Figure 1. Floorplan with the power grid.
(4 px per µm) Pins as bars on the die edge.
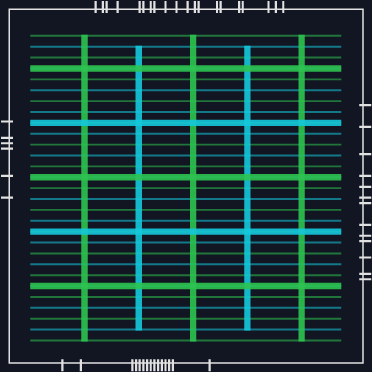
Figure 2. Cells colored by class.
(3 px per µm) Fill, decap, tap and diode cells in gray.
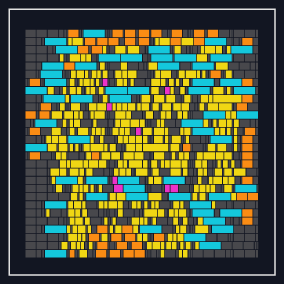
Figure 3. Routed clock nets over the placement.
(6 px per µm)
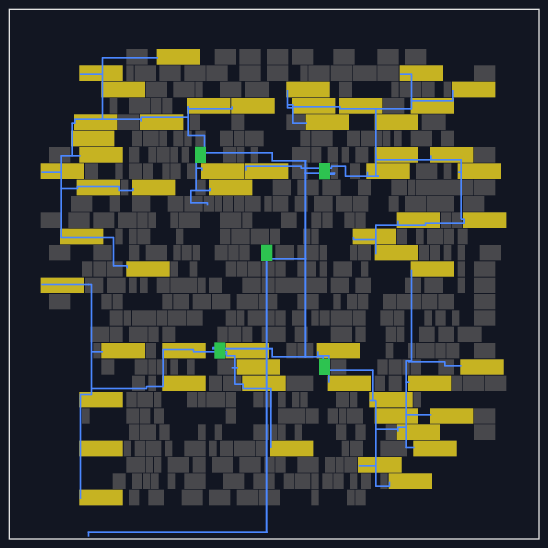
Figure 4. Metal layers overlaid.
(4 px per µm) Two of the layers only.
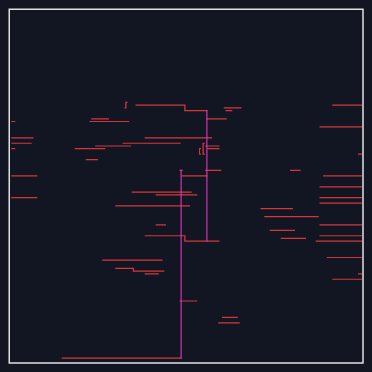
$ cat config.mk
export PLATFORM = sky130hd
export DESIGN_NAME = oled_burst_writer
export DESIGN_NICKNAME = d
export VERILOG_FILES = /design/src/rtl/oled_burst_writer.sv
export SDC_FILE = /design/constraint.sdc
export NUM_CORES = 1
export LEC_CHECK = 0
export CAP_MARGIN = 20
export CORE_MARGIN = 5
export CORE_UTILIZATION = 52
export CTS_BUF_LIST = sky130_fd_sc_hd__clkbuf_2
export CTS_CLUSTER_DIAMETER = 30
export DETAILED_ROUTE_END_ITERATION = 16
export MAX_ROUTING_LAYER = met4
export PLACE_DENSITY = 0.79
export REMOVE_ABC_BUFFERS = 1
export SYNTH_ARGS = -nofsm -noshare
export SYNTH_HDL_FRONTEND = slang
export SYNTH_SLANG_ARGS = --single-unit
$ cat constraint.sdc
create_clock -name clk -period 6.55 [get_ports clk]
set_input_delay 1.31 -clock clk [delete_from_list [all_inputs] [get_ports clk]]
set_output_delay 1.31 -clock clk [all_outputs]
set_load 0.02 [all_outputs]
$ cat src/rtl/oled_burst_writer.sv
`timescale 1ns/1ps
// oled_burst_writer: page/column addressing plus streamed data bytes to an SPI byte transmitter
module oled_burst_writer #(
  parameter int COLS = 128,
  parameter int PAGES = 8,
  parameter int COL_OFFSET = 0,
  parameter int LEN_W = 11
) (
  input  logic             clk,
  input  logic             reset,
  input  logic             write_start,
  input  logic [7:0]       set_pos_x,
  input  logic [7:0]       set_pos_y,
  input  logic [LEN_W-1:0] burst_len,
  input  logic [7:0]       data_in,
  input  logic             data_valid,
  output logic             data_ready,
  input  logic             send_done,
  output logic             spi_send,
  output logic [7:0]       spi_data,
  output logic             dc,
  output logic             busy,
  output logic             write_done,
  output logic             pos_err
);
  typedef enum logic [2:0] {IDLE, CMD_PAGE, CMD_COLH, CMD_COLL, DATA_WAIT, DATA_SEND, GAP, DONE} state_t;
  localparam logic [8:0] cols_w = 9'(COLS);
  localparam logic [7:0] last_col = 8'(COLS - 1);
  localparam logic [7:0] last_page = 8'(PAGES - 1);
  localparam logic [7:0] col_off = 8'(COL_OFFSET);
  state_t state, state_n, ret, ret_n;
  logic [7:0] col, col_n, page, page_n, data_q, data_n, cv;
  logic [LEN_W-1:0] rem, rem_n;
  logic err, err_n, sending;
  always_comb begin
    state_n = state;
    ret_n = ret;
    col_n = col;
    page_n = page;
    rem_n = rem;
    data_n = data_q;
    err_n = err;
    case (state)
      IDLE: if (write_start) begin
        col_n = set_pos_x;
        page_n = set_pos_y;
        rem_n = burst_len;
        err_n = ({1'b0, set_pos_x} >= cols_w) || (set_pos_y > last_page);
        state_n = (err_n || burst_len == '0) ? DONE : CMD_PAGE;
      end
      CMD_PAGE: if (send_done) begin
        state_n = GAP;
        ret_n = CMD_COLH;
      end
      CMD_COLH: if (send_done) begin
        state_n = GAP;
        ret_n = CMD_COLL;
      end
      CMD_COLL: if (send_done) begin
        state_n = GAP;
        ret_n = DATA_WAIT;
      end
      DATA_WAIT: if (data_valid) begin
        state_n = DATA_SEND;
        data_n = data_in;
      end
      DATA_SEND: if (send_done) begin
        state_n = GAP;
        rem_n = rem - LEN_W'(1);
        col_n = (col == last_col) ? 8'd0 : col + 8'd1;
        page_n = (col != last_col) ? page : (page == last_page) ? 8'd0 : page + 8'd1;
        ret_n = (rem == LEN_W'(1)) ? DONE : (col == last_col) ? CMD_PAGE : DATA_WAIT;
      end
      GAP: state_n = ret;
      default: state_n = IDLE;
    endcase
  end
  // Outputs are registered from the next state so a send state drives spi_send from its first cycle.
  assign sending = (state_n == CMD_PAGE) || (state_n == CMD_COLH) || (state_n == CMD_COLL) || (state_n == DATA_SEND);
  assign cv = col_n + col_off;
  always_ff @(posedge clk) begin
    if (reset) begin
      state <= IDLE;
      ret <= IDLE;
      col <= '0;
      page <= '0;
      rem <= '0;
      data_q <= '0;
      err <= 1'b0;
      spi_send <= 1'b0;
      spi_data <= '0;
      dc <= 1'b0;
      data_ready <= 1'b0;
      busy <= 1'b0;
      write_done <= 1'b0;
      pos_err <= 1'b0;
    end else begin
      state <= state_n;
      ret <= ret_n;
      col <= col_n;
      page <= page_n;
      rem <= rem_n;
      data_q <= data_n;
      err <= err_n;
      spi_send <= sending;
      if (sending) begin
        spi_data <= (state_n == CMD_PAGE) ? {5'b10110, page_n[2:0]} :
                    (state_n == CMD_COLH) ? {4'h1, cv[7:4]} :
                    (state_n == CMD_COLL) ? {4'h0, cv[3:0]} : data_n;
        dc <= (state_n == DATA_SEND);
      end
      data_ready <= (state == DATA_WAIT) && data_valid;
      busy <= (state_n != IDLE);
      write_done <= (state == DONE);
      pos_err <= (state == DONE) && err;
    end
  end
endmodule
==> summary.txt <==
yosys + openroad results -> met2 wire len 3893 µm, Non-clk bufs 55, Cell Pwr Density ~270 mW/mm², CTS max path bufs 2, number of I/O port buffers roughly 53, worst setup path startpoint write_start, Post-Syn Area 0.003168 mm², GRT Util Overall 0.2322, Post-synth EDFFs 0, Switching Share 0.4080, post-cts sizing count 0, dpl cells 506, clock buffer count in the final layout 6, Tool Warnings 26, first-pass GRT wire length about 14,000 µm, Leak roughly 1.4 nW, Layout non-clock buf frac 0.1440, nets 482, WP data arrival 4050 ps, Critical path destination spi_data[0], dpl ws 2382 ps, worst setup path class in -> reg, WHS Path Cells 2, result of the run completed, r2r setup slk 3440 ps, P_seq 0.466 mW, Critical Path Slowest Stage Cell nor4_2, RR Endpoint spi_data[0], antenna violations before repair 0, Top-Level Pins 54, Top cell excl fill/tap dfxtp_1, Logic Gate Count about 310, Fin Setup TNS 0 ps, clk slew on worst S/H paths 300 ps, Slew headroom 0.3395, # setup viols final 0, layout cells sized above 1 0.06834, Layout Cells excl Fill 514, Comb pwr share 0.409, Setup WS post-layout 2922 ps, FILL cells around 540, # Cells Yosys 398, CTS buffer count 5, largest net degree at the start of global routing about 54, Hold Path Class reg -> reg, Levels on crit path 8, yosys xor share 0.01659, seq_cells 56, grt total ovfl 0, Top cells by area dfxtp_1 (35%), a21oi_1 (7.3%), nor2_1 (6.3%), min Tclk post-route 3628 ps, Comb group 0.419 mW, max incr delay on CP 650 ps, CTS root buf clkbuf_2, M3 GR Usage 0.03387, cells along the critical path clkdlybuf4s50_1 > nor4b_4 > buf_4 > and4_1 > nor4_2 > nand3_1 > nor4bb_1 > a221o_1, Final ANT Viol Nets 0, Synth Area per Inst 7.960 µm², Most flops, register rem, grt peak-use layer met2, Int Pwr between 0.6 and 0.7 mW, chip area 0.007754 mm², Area Growth Syn to Fin 18.44%, Min Hold Slack approximately 500 ps, post-synthesis sequential area ratio 0.3539, Hold Violations, Final 0, sw power between 0.4 and 0.5 mW, Worst setup EP type flop, fa+ha+maj area frac 0.01580, area occupied by registers 0.001121 mm², Worst Hold Launch ret[0], Routed met1 length 4022 µm, logic area 0.001928 mm², Hold Path End ret[0], diodes inserted 0, max reg flops 11, DRC Markers 0, Simple Share, Synth 0.3025, drt pass-1 iters 5, Async S/R FF share, synth 0, Max Cap Viol 0, Main logic family simple AND/OR/NAND/NOR gates, multi-input gate share of the layout cell area 0.5138, ClkCell Share 0.01234, Netlist cell types 69, Top pwr grp sequential cells, top routing layer used met4, Synth area leader dfxtp_1, Yosys top cell by instances dfxtp_1
-- Figure 1 (at the start) --
cyan -> VDD
green -> VSS
met1 rails = 29
met5 straps = 5
rows = 28
met4 straps = 5
signal pins = 54
CORE AREA: 0.005921 mm²
DIE HEIGHT: 88.06 µm
Die Wd: 88.06 µm
worst vdd ir: 0.2535 mV

-- Figure 2 (at the start) --
magenta -> clock drivers and dummy loads  # cells 8
cyan -> registers  # cells 56
yellow -> remaining logic cells  # cells 320
orange -> remaining buffers and delay cells  # cells 55
final core utilization: 0.6338
Seq area share: 0.2988
row count: 28
final instance area: 0.003752 mm²

-- Figure 3 (at the start) --
green -> clock-net drivers  # count 5
yellow -> flip-flops  # count 56
blue -> clock wires  # length 628 µm
flops lie = spread over the die
Worst Skew: 32.79 ps
Clk pwr share: 0.136
clock network power: 0.139 mW
Late-Pin Clk Latency: 470 ps

-- Figure 4 (at the start) --
red -> M3  # wire length 421 µm
magenta -> M4  # wire length 79.6 µm
drt total wl: 8415 µm
vias after detailed routing: 3,149
WL/cell: 16.37 µm

Power is estimated from default activity; no workload was simulated.
